==> src/rtl/dvi_timing_gen.sv <==
// ---------------------------------------------------------------------------
// dvi_timing_gen
//
// Parametrised video timing generator for the DVI output path. Walks a pixel
// raster (active, front porch, sync, back porch, both horizontally and
// vertically), hands pixel coordinates plus a pixel request to the image
// source, and emits hsync/vsync/DE/start-of-frame delayed by PIPE_DELAY
// cycles so that they reach the TMDS encoders aligned with the colour data.
// Stopping is deferred to the end of the current frame so that frames are
// never truncated.
//
// Ports:
//   clk_i      - pixel clock
//   rst_ni     - synchronous active-low reset
//   en_i       - run request; deasserting it stops at the next frame boundary
//   x_o        - current horizontal position (h_cnt)
//   y_o        - current vertical position (v_cnt)
//   req_o      - (x_o, y_o) is visible; colour expected PIPE_DELAY cycles on
//   hsync_o    - delayed hsync, active level HSYNC_POL
//   vsync_o    - delayed vsync, active level VSYNC_POL
//   de_o       - delayed data enable
//   sof_o      - delayed one-cycle pulse at pixel (0,0)
//   running_o  - generator is not idle
// ---------------------------------------------------------------------------
module dvi_timing_gen #(
    parameter int H_ACTIVE   = 640,
    parameter int H_FRONT    = 16,
    parameter int H_SYNC     = 96,
    parameter int H_BACK     = 48,
    parameter int V_ACTIVE   = 480,
    parameter int V_FRONT    = 10,
    parameter int V_SYNC     = 2,
    parameter int V_BACK     = 33,
    parameter bit HSYNC_POL  = 1'b0,
    parameter bit VSYNC_POL  = 1'b0,
    parameter int PIPE_DELAY = 1,
    parameter int X_POS_W    = 10,
    parameter int Y_POS_W    = 10
) (
    input  logic               clk_i,
    input  logic               rst_ni,
    input  logic               en_i,
    output logic [X_POS_W-1:0] x_o,
    output logic [Y_POS_W-1:0] y_o,
    output logic               req_o,
    output logic               hsync_o,
    output logic               vsync_o,
    output logic               de_o,
    output logic               sof_o,
    output logic               running_o
);

    localparam int H_TOTAL = H_ACTIVE + H_FRONT + H_SYNC + H_BACK;
    localparam int V_TOTAL = V_ACTIVE + V_FRONT + V_SYNC + V_BACK;

    localparam logic [X_POS_W-1:0] H_LAST   = X_POS_W'(H_TOTAL - 1);
    localparam logic [Y_POS_W-1:0] V_LAST   = Y_POS_W'(V_TOTAL - 1);
    localparam logic [X_POS_W-1:0] H_ACT_C  = X_POS_W'(H_ACTIVE);
    localparam logic [Y_POS_W-1:0] V_ACT_C  = Y_POS_W'(V_ACTIVE);
    localparam logic [X_POS_W-1:0] HS_START = X_POS_W'(H_ACTIVE + H_FRONT);
    localparam logic [X_POS_W-1:0] HS_END   = X_POS_W'(H_ACTIVE + H_FRONT + H_SYNC - 1);
    localparam logic [Y_POS_W-1:0] VS_START = Y_POS_W'(V_ACTIVE + V_FRONT);
    localparam logic [Y_POS_W-1:0] VS_END   = Y_POS_W'(V_ACTIVE + V_FRONT + V_SYNC - 1);

    typedef enum logic [1:0] {
        IDLE  = 2'd0,
        RUN   = 2'd1,
        DRAIN = 2'd2
    } state_t;

    state_t             state;
    logic [X_POS_W-1:0] h_cnt;
    logic [Y_POS_W-1:0] v_cnt;
    logic [X_POS_W-1:0] h_next;
    logic [Y_POS_W-1:0] v_next;
    logic               h_last;
    logic               v_last;
    logic               frame_last;
    logic               active;

    // Bundle order in the delay line: {hs, vs, de, sof}, all active-high.
    logic [3:0]         raw;
    logic [3:0]         raw_d;

    assign h_last     = (h_cnt == H_LAST);
    assign v_last     = (v_cnt == V_LAST);
    assign frame_last = h_last && v_last;
    assign active     = (state != IDLE);

    // Raster advance: next pixel position with horizontal wrap feeding the
    // line counter, and the line counter wrapping at the end of the frame.
    always_comb begin
        h_next = h_cnt + X_POS_W'(1);
        v_next = v_cnt;
        if (h_last) begin
            h_next = '0;
            v_next = v_last ? '0 : v_cnt + Y_POS_W'(1);
        end
    end

    // Control FSM and raster counters. Leaving IDLE does not advance the
    // counters, so the first running cycle shows pixel (0,0). A stop request
    // only parks the FSM in DRAIN; the counters keep going and the return to
    // IDLE happens on the last pixel of the frame, unless en_i came back
    // first, in which case counting simply carries on.
    always_ff @(posedge clk_i) begin
        if (!rst_ni) begin
            state <= IDLE;
            h_cnt <= '0;
            v_cnt <= '0;
        end else begin
            case (state)
                IDLE: begin
                    if (en_i) begin
                        state <= RUN;
                    end
                end
                RUN, DRAIN: begin
                    if (state == DRAIN && !en_i && frame_last) begin
                        state <= IDLE;
                        h_cnt <= '0;
                        v_cnt <= '0;
                    end else begin
                        state <= en_i ? RUN : DRAIN;
                        h_cnt <= h_next;
                        v_cnt <= v_next;
                    end
                end
                default: begin
                    state <= IDLE;
                    h_cnt <= '0;
                    v_cnt <= '0;
                end
            endcase
        end
    end

    // Undelayed decode of the raster position, forced inactive when idle.
    always_comb begin
        raw    = '0;
        raw[3] = active && (h_cnt >= HS_START) && (h_cnt <= HS_END);
        raw[2] = active && (v_cnt >= VS_START) && (v_cnt <= VS_END);
        raw[1] = active && (h_cnt < H_ACT_C) && (v_cnt < V_ACT_C);
        raw[0] = active && (h_cnt == '0) && (v_cnt == '0);
    end

    // Alignment delay for the sync/DE/SOF bundle. Reset empties every stage
    // so that no stale sync or DE from an aborted frame leaks out.
    generate
        if (PIPE_DELAY == 0) begin : g_no_delay
            assign raw_d = raw;
        end else begin : g_delay
            logic [3:0] pipe [PIPE_DELAY];

            always_ff @(posedge clk_i) begin
                if (!rst_ni) begin
                    for (int i = 0; i < PIPE_DELAY; i++) begin
                        pipe[i] <= '0;
                    end
                end else begin
                    pipe[0] <= raw;
                    for (int i = 1; i < PIPE_DELAY; i++) begin
                        pipe[i] <= pipe[i-1];
                    end
                end
            end

            assign raw_d = pipe[PIPE_DELAY-1];
        end
    endgenerate

    assign x_o       = h_cnt;
    assign y_o       = v_cnt;
    assign req_o     = raw[1];
    assign running_o = active;

    // Polarity is applied only at the pins: an inactive internal sync shows
    // up as the inverse of the active level.
    assign hsync_o = raw_d[3] ^ ~HSYNC_POL;
    assign vsync_o = raw_d[2] ^ ~VSYNC_POL;
    assign de_o    = raw_d[1];
    assign sof_o   = raw_d[0];

endmodule
==> config.mk <==
export PLATFORM = sky130hd
export DESIGN_NAME = dvi_timing_gen
export DESIGN_NICKNAME = d
export VERILOG_FILES = /design/src/rtl/dvi_timing_gen.sv
export SDC_FILE = /design/constraint.sdc
export NUM_CORES = 1
export LEC_CHECK = 0
export CAP_MARGIN = 25
export CORE_UTILIZATION = 55
export CTS_BUF_LIST = sky130_fd_sc_hd__clkbuf_4 sky130_fd_sc_hd__clkbuf_8
export DETAILED_ROUTE_END_ITERATION = 7
export GPL_TIMING_DRIVEN = 0
export MAX_ROUTING_LAYER = met4
export PLACE_DENSITY = 0.95
export SLEW_MARGIN = 20
export SYNTH_ARGS = -nofsm -noshare
export SYNTH_HDL_FRONTEND = slang
export SYNTH_SLANG_ARGS = --single-unit
==> constraint.sdc <==
create_clock -name clk_i -period 3.8 [get_ports clk_i]
set_input_delay 0.38 -clock clk_i [delete_from_list [all_inputs] [get_ports clk_i]]
set_output_delay 0.38 -clock clk_i [all_outputs]
set_load 0.1 [all_outputs]
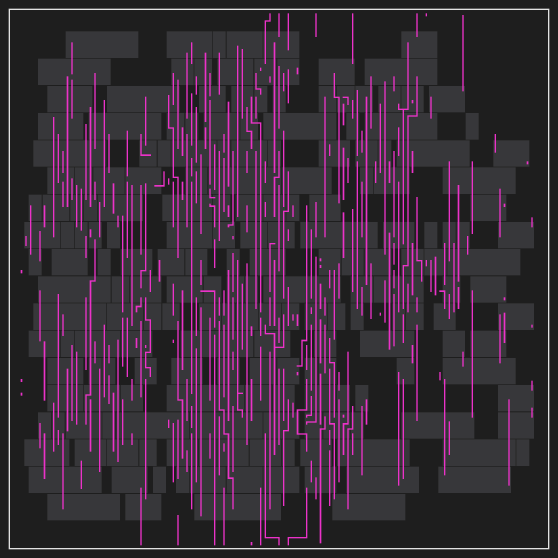
Figure 1: run 1, metal 2.
(10 px per um) Cells faint in the background.
nets with wire on the layer: 175
longest straight run: 21.1 um
main direction: vertical

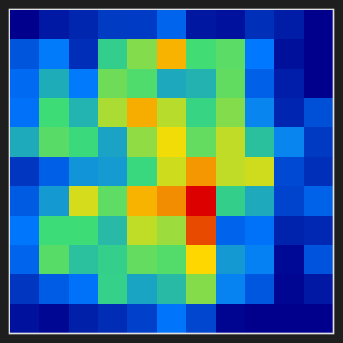
Figure 2: run 1, signal metal coverage by tile.
(6 px per um) 11 x 11 tiles, from dark blue (low) to red (high), scaled to the fullest tile. Values are wire area over tile area, all layers added.
tiles over half the peak: 29%
densest ninth of the die: center
emptiest ninth of the die: lower right
mean over tiles: 0.19
fullest tile: 0.56
nearly empty tiles: 9.1%

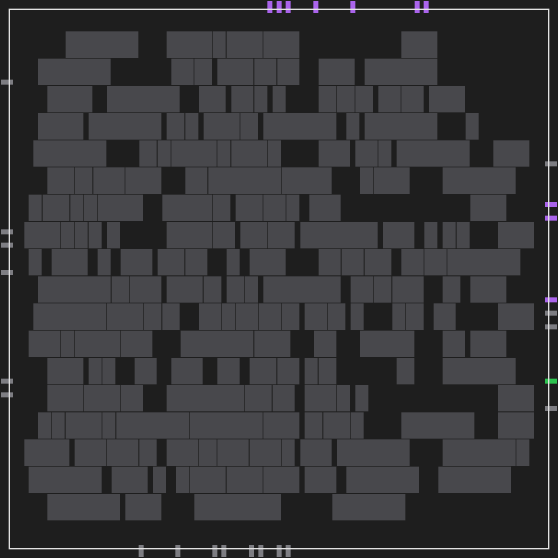
Figure 3: run 1, pin placement.
(10 px per um) Pins as bars across the die edge, other pins in gray.
[green] sof_o | pins: 1 | direction: output | edge: right
[purple] y_o | pins: 10 | direction: output | edge: 7 top, 3 right

==> changes_impl.md, run 1 <==
### Physical design

- Global-route wire length before repair: between 5000 and 6000 um
- Post-synth top area share: about a third
- Syn avg cell area: ~9 um2
- I/O Buffers: 27
- AND-OR/OR-AND Cells, Area Fraction: roughly an eighth
- Non-CTS inverters: 11
- Layout cells sized above 1: about 8.5%
- Status: completed
- CP Launch Point: state[0]$_SDFFE_PN0P_
- P_leak: a little under 0.7 nW
- Synth cell count leaders: 26 x dfxtp_1, 17 x nor2_1, 12 x nand2_1
- Minimum clock period: 3.05 ns
- Num tapcells: 30
- Yosys top cell by instances: dfxtp_1
- Root buf cell: clkbuf_4
- Peak supply drop: 0.236 mV
- Row count: 18
- Final setup viols: 0
- Floorplan net count: about 180
- Hold path endpoint: state[0]$_SDFFE_PN0P_
- Longest Clk Path Bufs: 2
- Vias in the first global route: between 1000 and 1500
- P_seq: between 0.2 and 0.3 mW
- DRT Pass-1 Iters: 4
- Antenna violations before repair: 0
- Max_slew headroom: around 33%
- Logic share of the area: 48.5%
- Switching Share: about 33%
- Final GP Congestion: roughly 0.9
- Flop count: 26
- Critical Path AT: approximately 2.7 ns
- CTS clock-pin slew for the worst setup and hold paths: 0.14 ns
- Clock Power Share: between 20 and 30%
- Hold-fix buffer count after cts: 0
- RSZ-0062 raised after global routing: no
- Mux frac, synth: less than 1%
- Post-route ant nets: 0
- Sum Neg Setup Slack: 0 ns
- R2R Path End: x_o[6]$_SDFFE_PN0N_
- Unique cell types: approximately 42
- Pwr/cell area: just over 300 nW/um2
- Core box area: between 2000 and 2500 um2
- Register share of total power: between 50 and 60%
- Fill cells: 195
- Simple-Gate Area Share: around 34%
- Clock-cell share of area: 1.99%
- DRT Wirelength: 3430 um
[run 1: worst max-delay path: stages, from the launching register on]
cell             delay [ns]
dfxtp_1                0.39
inv_1                  0.08
ha_1                   0.21
buf_2                  0.19
nor4b_2                0.30
clkdlybuf4s50_1        1.18
[run 1: metrics by stage]
stage | power [mW] | setup WS, ns | instances
after detailed placement | 0.419 | 1.10 | 225
after floorplan | 0.391 | 0.576 | 168
final | 0.556 | 0.747 | 229
after global placement | 0.416 | 1.13 | 225
after CTS | 0.554 | 0.733 | 229
after global routing | 0.576 | 0.588 | 229
[run 1: layer usage]
metal	share of wire, %	track usage [%]	vias to the layer above
met5	0	-	-
met4	1.7	9.65	0
met3	5.2	4.24	8
met2	49	41.4	55
met1	44	36.8	658
li1	-	-	666
==> run 1 -> run 2 <==
Settings changed: CORE_UTILIZATION 55 to 48, PLACE_DENSITY 0.95 to 0.9.
Clock period 3.8 ns to 2.49 ns, I/O delays scaled along.
==> run 2 against run 1 <==
Against the previous run:
- the flow now finishes with violations (design-rule violations)
- synthesized cell count did not move
- via count down 3.5%
- total power rose by 46%
- final area fell by 0.14%
- clock skew is 0.0013 ns higher
- largest cell class unchanged
==> changes_impl.md, run 2 <==
### Physical design

- Status: complete, but fails checks
- Failing checks: design-rule violations
- CP max stage delay: 1.20 ns (+0.02 ns)
- Cell Count, Final, Fillers Out: 229 (unchanged)
- Yosys adder share: under 10%
- Post-synth top area share: 35.3% (unchanged)
- CP Launch Point: x_o[5]$_SDFFE_PN0N_
- Slowest CP cell: clkdlybuf4s50_1
- Global-route wire length before repair: 5380 um (-2.3%)
- Register area: between 500 and 600 um2
- Flop count: 26 (unchanged)
- Placed insts: 226 (+0.44%)
- Simple-Gate Area Share: 33.8% (unchanged)
- CTS buffer count: 3
- Post-route ant nets: 0 (unchanged)
- Hold slack final: 0.317 ns
- Antenna violations before repair: 0 (unchanged)
- Logic area: ~890 um2
- Mux frac, synth: 0.679% (unchanged)
- Die width: between 50 and 60 um
- Vias in the first global route: 1176 (-1.1%)
- Synth cell count leaders: 26 x dfxtp_1, 17 x nor2_1, 12 x nand2_1
- Yosys top cell by instances: dfxtp_1
- Sum Neg Setup Slack: 0 ns (unchanged)
- Reg2Reg Depth: 8
- Worst Path Buf+Inv: 1 (-2)
- Final setup viols: 0 (unchanged)
- Minimum clock period: roughly 2.3 ns
- NonClk Buf Share: approximately 16%
- Clock Skew: about 0.0074 ns
- R2R Path End: x_o[6]$_SDFFE_PN0N_
- Row count: 19 (+1)
- Critical Path Stages: 1 (-4)
- I/O Buffers: 27 (unchanged)
- Switching Share: 33.9% (+1.1 points)
- AND-OR/OR-AND Cells, Area Fraction: 13.1% (unchanged)
- Root buf cell: clkbuf_4
- Kind of cell adding the most delay to the critical path: buffers and inverters
- P_seq: 0.433 mW (+52%)
- Syn avg cell area: 8.78 um2 (unchanged)
- Hold path endpoint: y_o[7]$_SDFFE_PN0P_
- Main area contributors: dfxtp_1 35%, ha_1 6.8%, nor2_1 4.3%
- Ys Warns: 0
- Num tapcells: 31 (+3.3%)
- DRT Wirelength: 3180 um (-7.2%)
- DRT Pass-1 Iters: 6 (+2)
- Clock sinks: 26
- Floorplan net count: 179 (unchanged)
- Clock Power Share: 22.2% (-3.5 points)
- Die Y: about 57 um
- P_leak: 0.700 nW (+0.76%)
- Pwr/cell area: 444 nW/um2 (+46%)
- Worst hold path depth: 3
- CTS tree: built
- Mapped Area: roughly 1500 um2
- RSZ-0062 raised after global routing: no
- Critical Path AT: 2.05 ns (-0.62 ns)
- Fill cells: 244 (+25%)
- Top power group: registers
- Core box area: 2830 um2 (+13%)
- Peak supply drop: 0.344 mV (+46%)
- Worst-path cell chain: clkdlybuf4s50_1
- Max_slew headroom: 35.4% (+2.4 points)
- H-tree level count: 1
- Final WS setup: 0.187 ns (-0.560 ns)
- P_clk: between 0.15 and 0.2 mW
- Hold-fix buffer count after cts: 0 (unchanged)
- Drc violations: 4
- CTS clock-pin slew for the worst setup and hold paths: 0.14 ns (about the same)
- Final GP Congestion: 0.871 (-3.4%)
- Layout cells sized above 1: 11.1% (+2.6 points)
- Logic share of the area: 49.1% (+0.55 points)
- Register share of total power: 53.5% (+2.5 points)
- Place WS: -0.0166 ns (-1.12 ns)
- Unique cell types: 42 (unchanged)
- Clock-cell share of area: 1.24% (-0.75 points)
- Post-synthesis async set-or-reset flop share: 0%
- Longest Clk Path Bufs: 2 (unchanged)
run 2: cell types whose count changed in the layout (fill, tap and decap cells not counted), sizes merged:
cell	before	now
clkdlybuf4s50	27	25
clkdlybuf4s15	0	1
run 2: tightest hold or removal path: cells and delay by family:
kind	cells	cell delay, ns
buffers and inverters	1	0.18
and+or+nand+nor	1	0.10
AOI/OAI and AO/OA	1	0.07
run 2: cell families after synthesis:
kind of cell,after synthesis
compound gates,25
mux,1
buf+inv,18
flops,26
simple gates,81
fa+ha+maj,8
xor+xnor,9
run 2: routing by layer:
layer  up-vias  part of all wire (%)  GRT usage, %
li1        667                     -             -
met1       627                    47          29.1
met2        38                    47          32.6
met3         7                   4.7          2.95
met4         0                   1.6          6.27
met5         -                     0             -
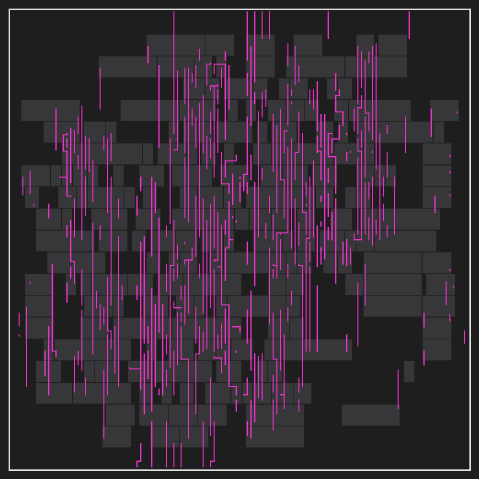
Figure 4: run 2, metal 2.
(8 px per um) Cells faint in the background.
nets with wire on the layer: 168
longest straight run: 19.2 um
share of all routed wire: 47%

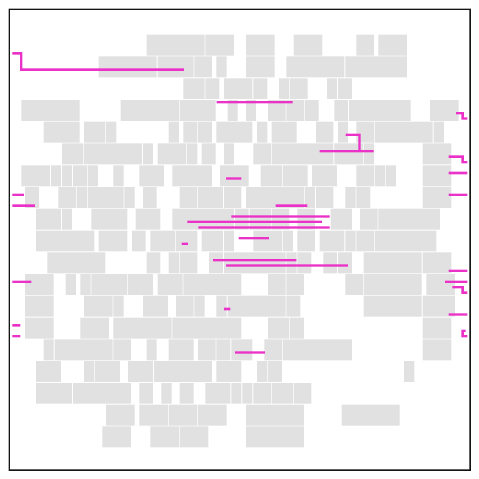
Figure 5: run 2, met3 routing.
(8 px per um) Cells faint in the background.
share of all routed wire: 4.7%
wire length on this layer: 151 um

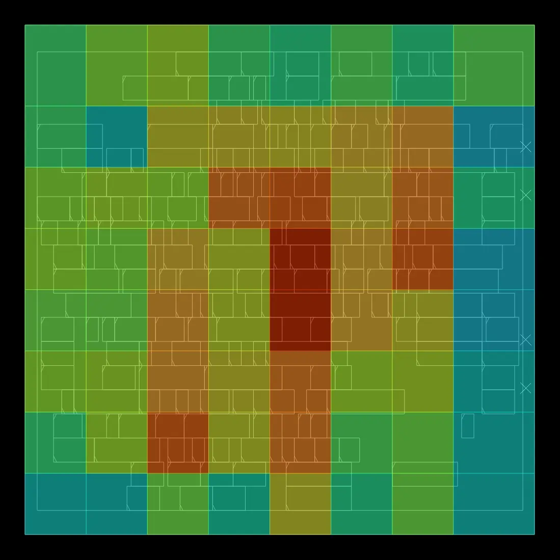
Figure 6: run 2, track usage over the die.
Tot GR Track Use: 21.2%
DR WL/cell: 13.9 um
Final Util: 64.4%
met3 GRT Util: 2.95%

==> run 2 -> run 3 <==
Settings changed: CORE_UTILIZATION 48 to 35, PLACE_DENSITY 0.9 to 0.72.
==> run 3 against run 2 <==
Against the previous run:
- area after synthesis did not move
- sequential share of layout area shrank 0.62 points
- cell count increased by 8.3%
- critical endpoint is now running_o
- combinational power barely moved
- register-to-register slack about the same
- global-route usage shrank 5.4 points
- largest power group unchanged
- the run now ends clean
- critical path depth up 4
- total power rose by 7.2%
- core utilization shrank 18 points
==> changes_impl.md, run 3 <==
### Physical design

- Longest Clk Path Bufs: 2 (unchanged)
- Core box area: 4030 um2 (+42%)
- Post-synthesis async set-or-reset flop share: 0% (unchanged)
- H-tree level count: 1 (unchanged)
- Final Util: 46.2% (-18 points)
- Register share of total power: 49.9% (-3.6 points)
- Clock Power Share: 27.6% (+5.4 points)
- DRT Pass-1 Iters: 4 (-2)
- Minimum clock period: 2.34 ns (+0.0411 ns)
- P_clk: 0.239 mW (+34%)
- Max Used Layer: met4
- Status: completed
- Fill cells: 424 (+74%)
- Kind of cell adding the most delay to the critical path: buffers and inverters
- Metal-1 WL: 1640 um (+11%)
- Yosys top cell by instances: dfxtp_1
- M1 GR Usage: 20.7% (-8.4 points)
- Final setup viols: 0 (unchanged)
- Final GP Congestion: 0.862 (-0.99%)
- Slowest CP cell: dlygate4sd2_1
- Clock Skew: 0.00516 ns (-0.00222 ns)
- Hold-fix buffer count after cts: 0 (unchanged)
- Post-synth top area share: 35.3% (unchanged)
- Ys Warns: 0 (unchanged)
- CTS buffer count: 3 (unchanged)
- Max_slew headroom: 34.8% (-0.53 points)
- P_seq: 0.433 mW (about the same)
- Pwr/cell area: 465 nW/um2 (+4.9%)
- Final WS setup: 0.146 ns (-0.0411 ns)
- CP Launch Point: state[0]$_SDFFE_PN0P_
- Worst Path Buf+Inv: 4 (+3)
- Floorplan net count: 179 (unchanged)
- Global-route wire length before repair: 5170 um (-4.0%)
- P_leak: 0.710 nW (+1.4%)
- Hold slack final: 0.417 ns (+0.100 ns)
[run 3: cell counts after synthesis]
No cell type changed its count.
[run 3: cell type report]
| cell class | count | area share, % |
|---|---|---|
| buffer | 7 | 1.81 |
| timing repair buffer | 27 | 14.2 |
| clock buffer | 3 | 2.22 |
| inverter | 11 | 2.22 |
| tap | 50 | 3.36 |
| multi-input combinational | 124 | 48.0 |
| sequential | 26 | 28.2 |
[run 3: path summary, 6_finish.rpt]
path,to,depth (start not counted)
worst max-delay path,running_o,5
worst min-delay path,y_o[7]$_SDFFE_PN0P_,3
worst max register to register,g_delay.pipe[0][2]$_SDFF_PN0_,7
worst min register to register,y_o[8]$_SDFFE_PN0P_,1
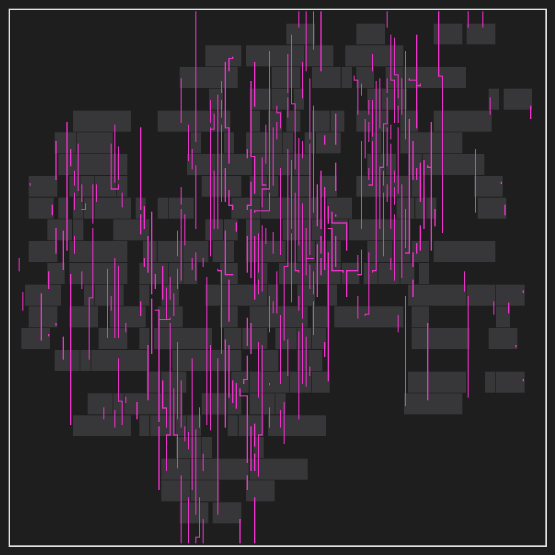
Figure 7: run 3, metal 2.
(8 px per um) Cells faint in the background.
nets with wire on the layer: 159
main direction: vertical
share of all routed wire: 46%
longest straight run: 23.6 um

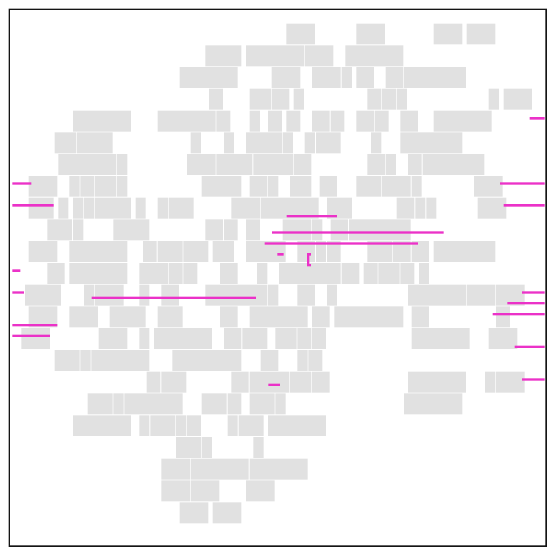
Figure 8: run 3, met3 routing.
(8 px per um) Cells faint in the background.
nets with wire on the layer: 20
longest straight run: 21.2 um
main direction: horizontal
wire length on this layer: 119 um

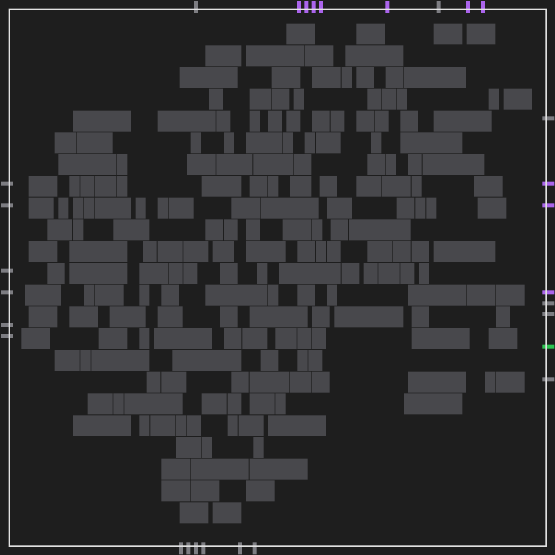
Figure 9: run 3, pin placement.
(8 px per um) Pins as bars across the die edge, other pins in gray.
Die Y: 66.9 um
I/O Buffers: 27
die width: 66.9 um

Power figures rest on the tool's default switching activity, not on a simulated workload.
